[config.mk]
export PLATFORM = sky130hd
export DESIGN_NAME = clk_ratio_mon
export DESIGN_NICKNAME = d
export VERILOG_FILES = /design/src/rtl/clk_ratio_pkg.sv /design/src/rtl/clk_edge_det.sv /design/src/rtl/clk_ratio_mon.sv
export SDC_FILE = /design/constraint.sdc
export NUM_CORES = 1
export LEC_CHECK = 0
export ABC_CLOCK_PERIOD_IN_PS = 3500
export CAP_MARGIN = 20
export CORE_MARGIN = 2
export CORE_UTILIZATION = 57
export CTS_BUF_LIST = sky130_fd_sc_hd__clkbuf_4 sky130_fd_sc_hd__clkbuf_8 sky130_fd_sc_hd__clkbuf_16
export CTS_CLUSTER_DIAMETER = 200
export DETAILED_ROUTE_END_ITERATION = 8
export PLACE_DENSITY = 0.83
export SYNTH_ARGS = -nofsm -noshare
export SYNTH_HDL_FRONTEND = slang
export SYNTH_HIERARCHICAL = 1
export SYNTH_SLANG_ARGS = --single-unit
export TNS_END_PERCENT = 20
[constraint.sdc]
create_clock -name i_ref_clk -period 3.5 [get_ports i_ref_clk]
set_input_delay 0.525 -clock i_ref_clk [delete_from_list [all_inputs] [get_ports i_ref_clk]]
set_output_delay 0.525 -clock i_ref_clk [all_outputs]
set_load 0.02 [all_outputs]
[src/rtl/clk_ratio_pkg.sv]
`default_nettype none
// ============================================================================
//  Module      : clk_ratio_pkg
//  Description : Shared definitions for the clock-ratio monitor. Holds the
//                monitor state encoding and the default width constants.
//  Ports       : none (package)
//  Revision    : 1.0 - initial release
// ============================================================================
package clk_ratio_pkg;

    localparam int unsigned c_DEF_RATIO_WIDTH = 4;
    localparam int unsigned c_DEF_CNT_WIDTH   = c_DEF_RATIO_WIDTH + 1;

    typedef enum logic [1:0] {
        ST_IDLE = 2'd0,
        ST_ARM  = 2'd1,
        ST_MEAS = 2'd2
    } state_e;

endpackage : clk_ratio_pkg
`default_nettype wire

[src/rtl/clk_edge_det.sv]
`default_nettype none
// ============================================================================
//  Module      : clk_edge_det
//  Description : Two-stage sampler for a divided clock treated as data, with
//                rising-edge detection on the sampled value.
//  Ports       : i_clk   - reference clock (rising edge)
//                i_rst_n - asynchronous active-low reset
//                i_d     - divided clock under test
//                o_s1    - first sampled stage (level of the divided clock)
//                o_rise  - one-cycle pulse when the sampled level goes 0->1
//  Revision    : 1.0 - initial release
// ============================================================================
module clk_edge_det (
    input  logic i_clk,
    input  logic i_rst_n,
    input  logic i_d,
    output logic o_s1,
    output logic o_rise
);

    logic r_s1_q;
    logic r_s2_q;
    logic w_s1_d;
    logic w_s2_d;

    always_comb begin
        w_s1_d = i_d;
        w_s2_d = r_s1_q;
    end

    always_ff @(posedge i_clk or negedge i_rst_n) begin
        if (!i_rst_n) begin
            r_s1_q <= 1'b0;
            r_s2_q <= 1'b0;
        end else begin
            r_s1_q <= w_s1_d;
            r_s2_q <= w_s2_d;
        end
    end

    assign o_s1   = r_s1_q;
    assign o_rise = r_s1_q & ~r_s2_q;

endmodule : clk_edge_det
`default_nettype wire

[src/rtl/clk_ratio_mon.sv]
`default_nettype none
// ============================================================================
//  Module      : clk_ratio_mon
//  Description : Measures the period and high time of a divided clock in
//                reference-clock cycles, compares against an expected ratio
//                and flags a stuck (edgeless) divided clock.
//  Ports       : i_ref_clk   - reference clock (rising edge)
//                i_rst_n     - asynchronous active-low reset
//                i_en        - monitor enable
//                i_div_clk   - divided clock under test (sampled as data)
//                i_exp_ratio - expected division ratio
//                o_period    - last measured period
//                o_high      - last measured high time
//                o_valid     - one-cycle pulse when o_period/o_high update
//                o_match     - last measurement matched the expected ratio
//                o_stuck     - sticky: no rising edge within the timeout
//  Revision    : 1.0 - initial release
// ============================================================================
module clk_ratio_mon
    import clk_ratio_pkg::*;
#(
    parameter int unsigned DIV_RATIO_WIDTH = c_DEF_RATIO_WIDTH,
    parameter int unsigned CNT_WIDTH       = DIV_RATIO_WIDTH + 1
) (
    input  logic                       i_ref_clk,
    input  logic                       i_rst_n,
    input  logic                       i_en,
    input  logic                       i_div_clk,
    input  logic [DIV_RATIO_WIDTH-1:0] i_exp_ratio,
    output logic [CNT_WIDTH-1:0]       o_period,
    output logic [CNT_WIDTH-1:0]       o_high,
    output logic                       o_valid,
    output logic                       o_match,
    output logic                       o_stuck
);

    localparam logic [CNT_WIDTH-1:0] c_CNT_MAX = '1;
    localparam logic [CNT_WIDTH-1:0] c_CNT_ONE = CNT_WIDTH'(1);

    state_e               r_state_q,    w_state_d;
    logic [CNT_WIDTH-1:0] r_per_cnt_q,  w_per_cnt_d;
    logic [CNT_WIDTH-1:0] r_high_cnt_q, w_high_cnt_d;
    logic [CNT_WIDTH-1:0] r_period_q,   w_period_d;
    logic [CNT_WIDTH-1:0] r_high_q,     w_high_d;
    logic                 r_valid_q,    w_valid_d;
    logic                 r_match_q,    w_match_d;
    logic                 r_stuck_q,    w_stuck_d;

    logic                 w_s1;
    logic                 w_rise;
    logic [CNT_WIDTH-1:0] w_exp_ext;
    logic [CNT_WIDTH-1:0] w_half_lo;
    logic [CNT_WIDTH-1:0] w_half_hi;
    logic                 w_match;
    logic [CNT_WIDTH-1:0] w_per_inc;
    logic [CNT_WIDTH-1:0] w_high_inc;

    clk_edge_det u_edge_det (
        .i_clk   (i_ref_clk),
        .i_rst_n (i_rst_n),
        .i_d     (i_div_clk),
        .o_s1    (w_s1),
        .o_rise  (w_rise)
    );

    // Ratio check uses the expected value present in the edge cycle. An odd
    // ratio allows either rounding of the half period for the high time.
    // Ratios 0 and 1 cannot be resolved by sampling, so they never match.
    always_comb begin
        w_exp_ext = CNT_WIDTH'(i_exp_ratio);
        w_half_lo = w_exp_ext >> 1;
        w_half_hi = (w_exp_ext + c_CNT_ONE) >> 1;
        w_match   = (w_exp_ext[CNT_WIDTH-1:1] != '0)
                 && (r_per_cnt_q == w_exp_ext)
                 && ((r_high_cnt_q == w_half_lo) || (r_high_cnt_q == w_half_hi));
    end

    // Saturating increments: counters never wrap to zero.
    always_comb begin
        w_per_inc  = (r_per_cnt_q  == c_CNT_MAX) ? r_per_cnt_q  : r_per_cnt_q  + c_CNT_ONE;
        w_high_inc = (r_high_cnt_q == c_CNT_MAX) ? r_high_cnt_q : r_high_cnt_q + c_CNT_ONE;
    end

    always_comb begin
        w_state_d    = r_state_q;
        w_per_cnt_d  = r_per_cnt_q;
        w_high_cnt_d = r_high_cnt_q;
        w_period_d   = r_period_q;
        w_high_d     = r_high_q;
        w_valid_d    = 1'b0;
        w_match_d    = r_match_q;
        w_stuck_d    = r_stuck_q;

        if (!i_en) begin
            // Results hold; the stuck flag is dropped on disable.
            w_state_d    = ST_IDLE;
            w_per_cnt_d  = '0;
            w_high_cnt_d = '0;
            w_stuck_d    = 1'b0;
        end else begin
            case (r_state_q)
                ST_IDLE: begin
                    w_per_cnt_d  = '0;
                    w_high_cnt_d = '0;
                    w_state_d    = ST_ARM;
                end
                ST_ARM: begin
                    // The period counter runs here only to time out a dead clock.
                    if (w_rise) begin
                        w_per_cnt_d  = c_CNT_ONE;
                        w_high_cnt_d = c_CNT_ONE;
                        w_state_d    = ST_MEAS;
                    end else if (r_per_cnt_q == c_CNT_MAX) begin
                        w_stuck_d    = 1'b1;
                        w_per_cnt_d  = '0;
                        w_high_cnt_d = '0;
                    end else begin
                        w_per_cnt_d  = w_per_inc;
                    end
                end
                ST_MEAS: begin
                    // The edge branch is tested first so a coincident
                    // timeout still reports the measurement.
                    if (w_rise) begin
                        w_period_d   = r_per_cnt_q;
                        w_high_d     = r_high_cnt_q;
                        w_match_d    = w_match;
                        w_valid_d    = 1'b1;
                        w_per_cnt_d  = c_CNT_ONE;
                        w_high_cnt_d = c_CNT_ONE;
                    end else if (r_per_cnt_q == c_CNT_MAX) begin
                        w_stuck_d    = 1'b1;
                        w_per_cnt_d  = '0;
                        w_high_cnt_d = '0;
                        w_state_d    = ST_ARM;
                    end else begin
                        w_per_cnt_d  = w_per_inc;
                        if (w_s1) begin
                            w_high_cnt_d = w_high_inc;
                        end
                    end
                end
                default: begin
                    w_state_d    = ST_IDLE;
                    w_per_cnt_d  = '0;
                    w_high_cnt_d = '0;
                end
            endcase
        end
    end

    always_ff @(posedge i_ref_clk or negedge i_rst_n) begin
        if (!i_rst_n) begin
            r_state_q    <= ST_IDLE;
            r_per_cnt_q  <= '0;
            r_high_cnt_q <= '0;
            r_period_q   <= '0;
            r_high_q     <= '0;
            r_valid_q    <= 1'b0;
            r_match_q    <= 1'b0;
            r_stuck_q    <= 1'b0;
        end else begin
            r_state_q    <= w_state_d;
            r_per_cnt_q  <= w_per_cnt_d;
            r_high_cnt_q <= w_high_cnt_d;
            r_period_q   <= w_period_d;
            r_high_q     <= w_high_d;
            r_valid_q    <= w_valid_d;
            r_match_q    <= w_match_d;
            r_stuck_q    <= w_stuck_d;
        end
    end

    assign o_period = r_period_q;
    assign o_high   = r_high_q;
    assign o_valid  = r_valid_q;
    assign o_match  = r_match_q;
    assign o_stuck  = r_stuck_q;

endmodule : clk_ratio_mon
`default_nettype wire
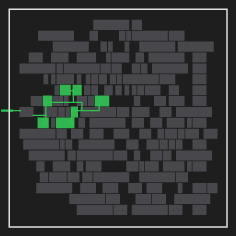
(port wiring)
(4 px per um)
| port | colour | bits | direction | edge | end cells | buffers | wire |
|---|---|---|---|---|---|---|---|
| `i_en` | green | 1 | input | left | 7 | 1 | 40.8 um |

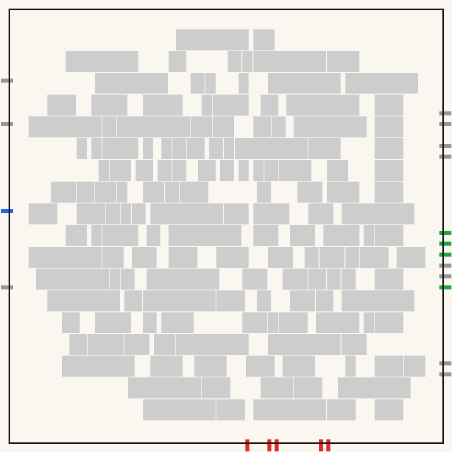
(pin map)
(8 px per um) Pins as bars across the die edge, other pins in grey.
| port | colour | pins | direction | edge |
|---|---|---|---|---|
| `i_en` | blue | 1 | input | left |
| `i_exp_ratio` | green | 4 | input | right |
| `o_period` | red | 5 | output | bottom |
all pins by edge: 12 right, 5 bottom, 4 left

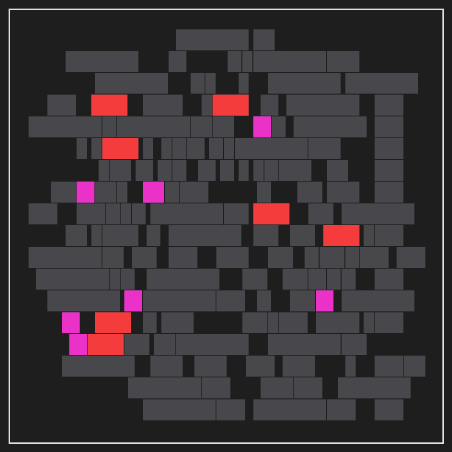
(selected gate families)
(8 px per um)
| family | colour | cells |
|---|---|---|
| adder and majority cells | red | 7 |
| AND and OR gates | magenta | 7 |

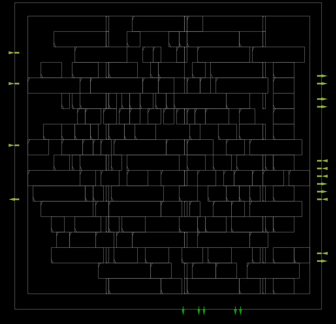
(cell placement)
Row Count: 18
Layout fillers: 200

==> results.py <==
# Synthesis and PnR figures
metrics = {
    "status": {
        "outcome": "finished clean",
    },
    "clock_network": {
        "post_cts.repair.setup_buffers": 0,
        "cts_resized": 0,
        "clk-insertion-delay-late_ns": 0.32,
    },
    "final_timing": {
        "worst_slew_pin_slew_ns": 0.345,
        "period_used_pct": 57.4,
        "slew_violations": 0,
        "finClkSkew_ns": 0.00568,
        "timing.hold.ws_ns": 0.430,
        "hold_violations": 0,
        "relSlewSlack_pct": 77.0,
    },
    "final_layout": {
        "antenna_cells": 0,
        "syn2layout_area_growth_pct": 16.9,
        "fin_cells": 181,
        "final_layout_top_logic_cells": "dfrtp_1 (27), clkdlybuf4s50_1 (20), mux2_2 (9), nand2_1 (9)",
    },
    "drt": {
        "wl_met1_um": 1150,
        "ant_nets": 0,
        "vias": 1024,
    },
    "yosys": {
        "yosys.area.top_type": "dfrtp_1",
        "synth-edff-count": 0,
        "netlist_top_cells_count": "dfrtp_1 (27), mux2_2 (9), nand2_1 (9)",
        "ys_sh_mux_pct": 7.89,
        "synth_seq_share_pct": 47.3,
        "synth_async_sr_flop_share_pct": 100,
        "synth.most_common_cell": "dfrtp_1",
        "syn_inst": 130,
    },
    "pwr": {
        "peakVddDrop_mv": 0.395,
        "pwr_density_cell_nw_per_um2": 375,
    },
    "critical_path": {
        "cp.arrival_ns": 2.24,
        "worst-path-max-fanout": 8,
        "path_buffers": 0,
    },
    "min_path": {
        "hp-class": "reg2reg",
        "whs_path_depth": 0,
    },
    "global_routing": {
        "grt_max_degree": 28,
        "grt_use_total_pct": 20.8,
        "met2_usage_pct": 34.6,
    },
    "placement": {
        "dpl_cell_area_um2": 1640,
    },
    "floorplan": {
        "dieArea_um2": 2920,
        "coreArea_um2": 2430,
    },
    "flow_run": {
        "warnings": 27,
        "drv_cap": 0,
    },
}
[final cells by class]
type | count | area (um^2)
Fill cell | 200 | 763
Timing Repair Buffer | 21 | 208
Sequential cell | 27 | 676
Inverter | 5 | 18.8
Tap cell | 30 | 37.5
Multi-Input combinational cell | 94 | 702
Clock buffer | 3 | 22.5
Clock inverter | 1 | 5.00
[sequential cells by signal, summed over array words and instances (netlist names)]
signal             cells
o_match                1
r_high_cnt_q           5
r_state_q              2
u_edge_det/r_s2_q      1
r_per_cnt_q            5
o_valid                1
u_edge_det/o_s1        1
o_period               5
o_stuck                1
o_high                 5
[power by group]
part           internal, mW  switching (mW)
combinational        0.0638          0.0834
sequential            0.327          0.0163
clock                0.0429          0.0916
total                 0.434           0.191
Power is estimated from default activity; no workload was simulated.
